**config.mk**
```make
export PLATFORM = sky130hd
export DESIGN_NAME = data_mem_responder_flat
export DESIGN_NICKNAME = d
export VERILOG_FILES = /design/src/rtl/gpu_mem_pkg.sv /design/src/rtl/data_mem_responder_if.sv /design/src/rtl/rr_arbiter.sv /design/src/rtl/data_mem_responder.sv /design/src/flat_wrapper.sv
export SDC_FILE = /design/constraint.sdc
export NUM_CORES = 2
export LEC_CHECK = 0
export ABC_AREA = 1
export CORE_MARGIN = 3
export CORE_UTILIZATION = 45
export CTS_BUF_LIST = sky130_fd_sc_hd__clkbuf_16
export DETAILED_ROUTE_END_ITERATION = 7
export SLEW_MARGIN = 5
export SYNTH_ARGS = -nofsm -noshare
export SYNTH_HDL_FRONTEND = slang
export SYNTH_SLANG_ARGS = --single-unit
```
**constraint.sdc**
```tcl
create_clock -name clk -period 5.4 [get_ports clk]
set_input_delay 0.54 -clock clk [delete_from_list [all_inputs] [get_ports clk]]
set_output_delay 0.54 -clock clk [all_outputs]
set_load 0.02 [all_outputs]
```
**src/rtl/gpu_mem_pkg.sv**
```systemverilog
// Shared types for the data-memory responder: FSM states, access op and stat width.
package gpu_mem_pkg;

  typedef enum logic [1:0] {
    IDLE    = 2'd0,
    ACCESS  = 2'd1,
    RESPOND = 2'd2,
    RELEASE = 2'd3
  } mem_resp_state_t;

  typedef enum logic {
    READ  = 1'b0,
    WRITE = 1'b1
  } mem_op_t;

  localparam int STAT_BITS = 16;

endpackage

```
**src/rtl/data_mem_responder_if.sv**
```systemverilog
// Per-thread data-memory valid/ready bus: master = core LSUs, slave = responder.
interface data_mem_responder_if #(
  parameter int NUM_CONSUMERS = 4,
  parameter int ADDR_BITS     = 8,
  parameter int DATA_BITS     = 8
);
  logic [NUM_CONSUMERS-1:0]                read_valid;
  logic [NUM_CONSUMERS-1:0][ADDR_BITS-1:0] read_address;
  logic [NUM_CONSUMERS-1:0]                read_ready;
  logic [NUM_CONSUMERS-1:0][DATA_BITS-1:0] read_data;
  logic [NUM_CONSUMERS-1:0]                write_valid;
  logic [NUM_CONSUMERS-1:0][ADDR_BITS-1:0] write_address;
  logic [NUM_CONSUMERS-1:0][DATA_BITS-1:0] write_data;
  logic [NUM_CONSUMERS-1:0]                write_ready;

  modport master (
    output read_valid, read_address, write_valid, write_address, write_data,
    input  read_ready, read_data, write_ready
  );

  modport slave (
    input  read_valid, read_address, write_valid, write_address, write_data,
    output read_ready, read_data, write_ready
  );
endinterface

```
**src/rtl/rr_arbiter.sv**
```systemverilog
// Combinational round-robin pick: first requesting index at or after ptr_i.
module rr_arbiter #(
  parameter int N = 4,
  parameter int W = (N > 1) ? $clog2(N) : 1
) (
  input  logic [N-1:0] req_i,
  input  logic [W-1:0] ptr_i,
  output logic [W-1:0] gnt_idx_o,
  output logic         gnt_vld_o
);
  logic [W-1:0] idx;

  // Scan from the farthest offset down so the nearest hit to ptr_i wins.
  always_comb begin
    gnt_idx_o = '0;
    gnt_vld_o = 1'b0;
    idx       = '0;
    for (int k = N - 1; k >= 0; k--) begin
      idx = W'((int'(ptr_i) + k) % N);
      if (req_i[idx]) begin
        gnt_idx_o = idx;
        gnt_vld_o = 1'b1;
      end
    end
  end
endmodule

```
**src/rtl/data_mem_responder.sv**
```systemverilog
// Round-robin serialising responder onto a single-port array.
// Optional stats counters: define DATA_MEM_RESPONDER_STATS_EN.
module data_mem_responder
  import gpu_mem_pkg::*;
#(
  parameter int NUM_CONSUMERS = 4,
  parameter int ADDR_BITS     = 8,
  parameter int DATA_BITS     = 8,
  parameter int LATENCY       = 2
) (
  input  logic clk,
  input  logic reset,
  data_mem_responder_if.slave bus
`ifdef DATA_MEM_RESPONDER_STATS_EN
  ,
  output logic [STAT_BITS-1:0] stat_reads,
  output logic [STAT_BITS-1:0] stat_writes,
  output logic [STAT_BITS-1:0] stat_wait_cycles
`endif
);
  localparam int CW = (NUM_CONSUMERS > 1) ? $clog2(NUM_CONSUMERS) : 1;
  localparam logic [NUM_CONSUMERS-1:0] ONE = {{(NUM_CONSUMERS-1){1'b0}}, 1'b1};

  mem_resp_state_t state_q, state_d;
  mem_op_t         op_q, op_d;
  logic [CW-1:0]        rr_ptr_q, rr_ptr_d, ch_q, ch_d;
  logic [3:0]           cnt_q, cnt_d;
  logic [ADDR_BITS-1:0] addr_q, addr_d;
  logic [DATA_BITS-1:0] wdata_q, wdata_d;
  logic [NUM_CONSUMERS-1:0][DATA_BITS-1:0] rdata_q;
  logic [DATA_BITS-1:0] mem_q [2**ADDR_BITS];

  logic [NUM_CONSUMERS-1:0] rv, wv, ch_oh, busy, req;
  logic [CW-1:0]            gnt_idx;
  logic                     gnt_vld, access;

  assign rv     = bus.read_valid;
  assign wv     = bus.write_valid;
  assign ch_oh  = ONE << ch_q;
  assign busy   = (state_q == RESPOND || state_q == RELEASE) ? ch_oh : '0;
  assign req    = (rv | wv) & ~busy;
  assign access = (state_q == ACCESS) && (cnt_q == 4'd0);

  rr_arbiter #(.N(NUM_CONSUMERS), .W(CW)) u_arb (
    .req_i     (req),
    .ptr_i     (rr_ptr_q),
    .gnt_idx_o (gnt_idx),
    .gnt_vld_o (gnt_vld)
  );

  always_comb begin
    state_d  = state_q;
    op_d     = op_q;
    rr_ptr_d = rr_ptr_q;
    ch_d     = ch_q;
    cnt_d    = cnt_q;
    addr_d   = addr_q;
    wdata_d  = wdata_q;
    case (state_q)
      IDLE: if (gnt_vld) begin
        ch_d    = gnt_idx;
        op_d    = wv[gnt_idx] ? WRITE : READ;
        addr_d  = wv[gnt_idx] ? bus.write_address[gnt_idx] : bus.read_address[gnt_idx];
        wdata_d = bus.write_data[gnt_idx];
        cnt_d   = 4'(LATENCY - 1);
        state_d = ACCESS;
      end
      ACCESS: begin
        if (cnt_q == 4'd0) state_d = RESPOND;
        else               cnt_d   = cnt_q - 4'd1;
      end
      RESPOND: if (!((op_q == WRITE) ? wv[ch_q] : rv[ch_q])) state_d = RELEASE;
      RELEASE: begin
        rr_ptr_d = (ch_q == CW'(NUM_CONSUMERS - 1)) ? '0 : ch_q + CW'(1);
        state_d  = IDLE;
      end
      default: state_d = IDLE;
    endcase
  end

  always_ff @(posedge clk or posedge reset) begin
    if (reset) begin
      state_q  <= IDLE;
      op_q     <= READ;
      rr_ptr_q <= '0;
      ch_q     <= '0;
      cnt_q    <= '0;
      addr_q   <= '0;
      wdata_q  <= '0;
      rdata_q  <= '0;
    end else begin
      state_q  <= state_d;
      op_q     <= op_d;
      rr_ptr_q <= rr_ptr_d;
      ch_q     <= ch_d;
      cnt_q    <= cnt_d;
      addr_q   <= addr_d;
      wdata_q  <= wdata_d;
      if (access && op_q == READ) rdata_q[ch_q] <= mem_q[addr_q];
    end
  end

  // Array is deliberately not reset; a reset during ACCESS drops state_q before the commit edge.
  always_ff @(posedge clk) begin
    if (access && op_q == WRITE) mem_q[addr_q] <= wdata_q;
  end

  assign bus.read_data   = rdata_q;
  assign bus.read_ready  = (state_q == RESPOND && op_q == READ)  ? ch_oh : '0;
  assign bus.write_ready = (state_q == RESPOND && op_q == WRITE) ? ch_oh : '0;

`ifdef DATA_MEM_RESPONDER_STATS_EN
  logic [NUM_CONSUMERS-1:0] held_oh;
  logic                     wait_cyc;

  // A channel is waiting when it requests but holds neither the current nor the fresh grant.
  assign held_oh  = (state_q != IDLE) ? ch_oh : (gnt_vld ? (ONE << gnt_idx) : '0);
  assign wait_cyc = |(req & ~held_oh);

  always_ff @(posedge clk or posedge reset) begin
    if (reset) begin
      stat_reads       <= '0;
      stat_writes      <= '0;
      stat_wait_cycles <= '0;
    end else begin
      if (access && op_q == READ  && stat_reads  != '1) stat_reads  <= stat_reads  + 1'b1;
      if (access && op_q == WRITE && stat_writes != '1) stat_writes <= stat_writes + 1'b1;
      if (wait_cyc && stat_wait_cycles != '1) stat_wait_cycles <= stat_wait_cycles + 1'b1;
    end
  end
`endif
endmodule
```
**src/flat_wrapper.sv**
```systemverilog
// flat-port wrapper written by rule: the top's interface ports become plain ports
module data_mem_responder_flat import gpu_mem_pkg::*;
#(
  parameter int NUM_CONSUMERS = 4,
  parameter int ADDR_BITS     = 8,
  parameter int DATA_BITS     = 8,
  parameter int LATENCY       = 2
)
  (clk, reset, bus_read_valid, bus_read_address, bus_write_valid, bus_write_address, bus_write_data, bus_read_ready, bus_read_data, bus_write_ready);
  data_mem_responder_if #(.NUM_CONSUMERS(NUM_CONSUMERS), .ADDR_BITS(ADDR_BITS), .DATA_BITS(DATA_BITS)) bus_i ();
  input  logic clk;
  input  logic reset;
  input wire logic [$bits(bus_i.read_valid)-1:0] bus_read_valid;
  input wire logic [$bits(bus_i.read_address)-1:0] bus_read_address;
  input wire logic [$bits(bus_i.write_valid)-1:0] bus_write_valid;
  input wire logic [$bits(bus_i.write_address)-1:0] bus_write_address;
  input wire logic [$bits(bus_i.write_data)-1:0] bus_write_data;
  output wire logic [$bits(bus_i.read_ready)-1:0] bus_read_ready;
  output wire logic [$bits(bus_i.read_data)-1:0] bus_read_data;
  output wire logic [$bits(bus_i.write_ready)-1:0] bus_write_ready;
  assign bus_i.read_valid = bus_read_valid;
  assign bus_i.read_address = bus_read_address;
  assign bus_i.write_valid = bus_write_valid;
  assign bus_i.write_address = bus_write_address;
  assign bus_i.write_data = bus_write_data;
  assign bus_read_ready = bus_i.read_ready;
  assign bus_read_data = bus_i.read_data;
  assign bus_write_ready = bus_i.write_ready;
  data_mem_responder #(.NUM_CONSUMERS(NUM_CONSUMERS), .ADDR_BITS(ADDR_BITS), .DATA_BITS(DATA_BITS), .LATENCY(LATENCY)) u_core (.clk(clk), .reset(reset), .bus(bus_i));
endmodule
```
**Cell classes on the final placement**

Scale: 1 px per um. Fill, decap, tap and diode cells in gray.
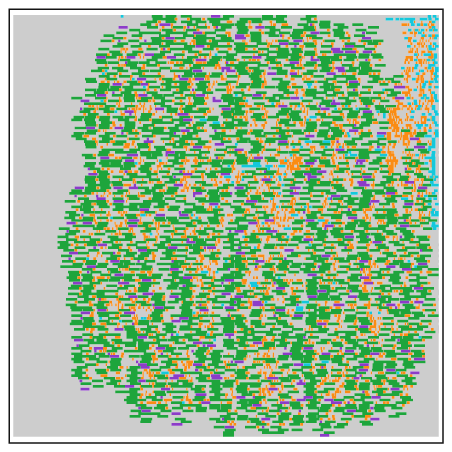
other buffers and delay cells -> cyan  # cells 265
clock drivers and dummy loads -> purple  # cells 364
flops -> green  # cells 2107
combinational and other logic -> orange  # cells 3266
Site Rows: 155
final std cell area, no fill: 92300 um^2

**Clock wires, drivers and flops**

Scale: 1.5 px per um.
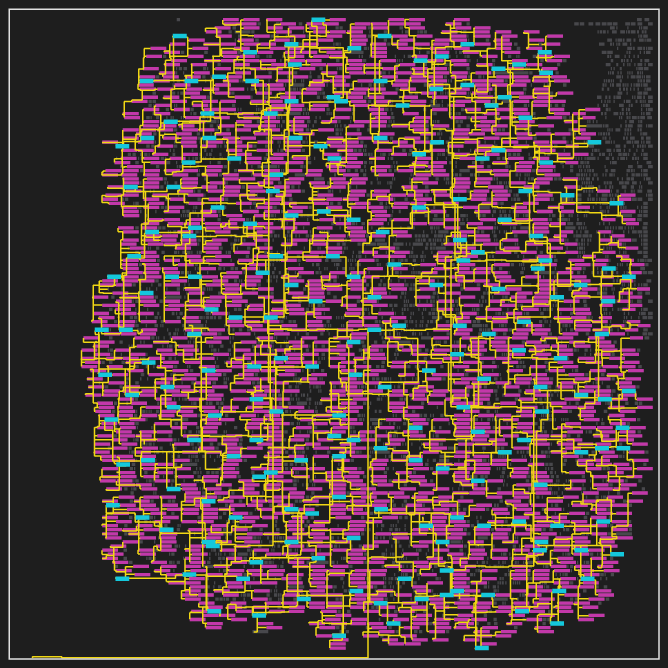
clock wires -> yellow  # length 23.0 mm
clock drivers -> cyan  # count 203
flip-flops -> magenta  # count 2107
routed clock nets = 204
flops lie = all over the die
clk pwr: 14.1 mW
largest clock skew in the final design: 0.0300 ns

**Clock nets**

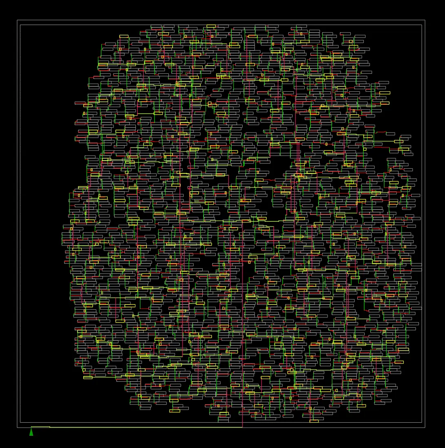
total number of clock tree sinks: 2107
sequential cell count: 2107

**Placement density heat map**

Scale: 0.5 px per um. 22 x 22 tiles, from black (low) to pale yellow (high), 0 to 100% covered.
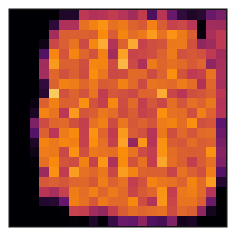
nearly empty tiles = 17%
mean over tiles = 48%
fullest tile = 88%
utilization after layout: 51.4%
placeable core region: 179000 um^2
starting density of the core: 45.6%

**Zoomed window**

Region (204, 204) to (229, 229) um. Cells in gray, sequential cells in the stronger gray; small squares are vias.
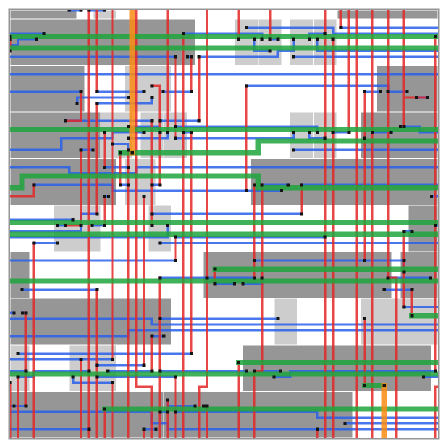
metal 2 -> red
metal 1 -> blue
metal 4 -> orange
metal 3 -> green
cells with their middle in the window = 24
netlist names of flops here include = `u_core.mem_q` (8)
sequential cells in the window = 8
most frequent = edfxtp_1 (8), nand2_1 (6)

==> flow.log <==
[flow] summary of implementation run
INFO  metric route.vias.total = 49946
INFO  metric diodes = 4
INFO  metric worstSetupPathType = flip-flop to flip-flop
INFO  metric placedInstanceArea = 85700 um^2
INFO  metric stage_log_warnings = 56
INFO  metric ir_drop = 484 uV
INFO  metric preCtsSetupSlack = 1.32 ns
INFO  metric combinationalPower = 16.4 mW
INFO  metric detail_route.first_pass.iterations = 8
INFO  metric outcome = complete, no violations
INFO  metric post_layout_nonfiller_instances = 8361
INFO  metric syn2layout_area_growth = 12.9%
INFO  metric yosys_area = 81700 um^2
INFO  metric timing.hold.worst.class = input pin to asynchronous set/reset pin
INFO  metric cts.repair_timing.setup_buffer_count = 0
INFO  metric critical_path.reg2reg.endpoint = u_core.mem_q[215][5]$_DFFE_PP_
INFO  metric power.total = 51.6 mW
INFO  metric slew_violations = 0
INFO  metric clock_insertion_delay_worst_skew = 0.85 ns
INFO  metric die.size.x = 432 um
INFO  metric wire_per_inst = 27.4 um
INFO  metric synthXorXnorAreaFrac = 0.0321%
INFO  metric seqAreaFraction = 68.3%
INFO  metric synthDominantAreaCellType = edfxtp_1
INFO  metric detail-route-antenna-nets = 0
INFO  metric netlist.top_cell.by_instances = edfxtp_1
INFO  metric first_iteration_detailed_routing_drc_count = 6191
INFO  metric drc_errors = 0
INFO  metric n_all_inverters = 73
INFO  metric layout.nonclk_buf_share = 2.94%
INFO  metric reg2regPathDepth = 8
INFO  metric netlist_top_cells_area = edfxtp_1 (75%), a22oi_1 (9.4%), nand2_1 (6.6%), dfrtp_1 (1.8%), nor2_1 (1.7%)
INFO  metric first_global_vias = 48245
INFO  metric powerDensity = 559 nW/um^2
INFO  metric maxCapViolCount = 0
INFO  metric layout.filler_cells = 14843
INFO  metric worstPathRequired = 5.86 ns
INFO  metric clockNetworkAreaShare = 7.13%
INFO  metric p_seq = 21.1 mW
INFO  metric port-buffer-count = 145
INFO  metric comb_share = 18.1%
INFO  metric cts_tree = built
INFO  metric clockPowerShare = 27.4%
INFO  metric synth.yosys.num_cells = 5711
INFO  metric rsz0062_at_grt = false
INFO  metric holdBufCountCts = 0
INFO  metric yosys-top-cells-count = edfxtp_1 (2048), nand2_1 (1429), a22oi_1 (1025), nor2_1 (365), buf_2 (244)
INFO  metric endpoint = u_core.mem_q[215][5]$_DFFE_PP_
INFO  metric power_leakage = 31.4 nW
[critical path: stages (launching register included)]
cell and delay [ns]:
dfrtp_1 0.40, inv_1 0.13, ha_1 0.21, inv_1 0.10, nor4_1 0.42, nand2_1 0.32
nor2_1 0.39, nand2_2 0.81, nor2_1 0.99
[registers in the layout, indices dropped and copies added, names as in the netlist]
name,cells
u_core.mem_q,2048
u_core.op_q,1
u_core.addr_q,8
u_core.ch_q,2
u_core.wdata_q,8
u_core.state_q,2
u_core.rr_ptr_q,2
u_core.cnt_q,4
u_core.bus.read_data,32
[metal layers]
metal,part of all wire (%),global-route usage [%],up-vias
met5,0.013,0,-
met4,3.5,8.89,4
met3,9.0,4.58,402
met2,46,37.2,2555
met1,42,34.5,25150
li1,-,-,21835
Power and IR drop assume default switching activity.
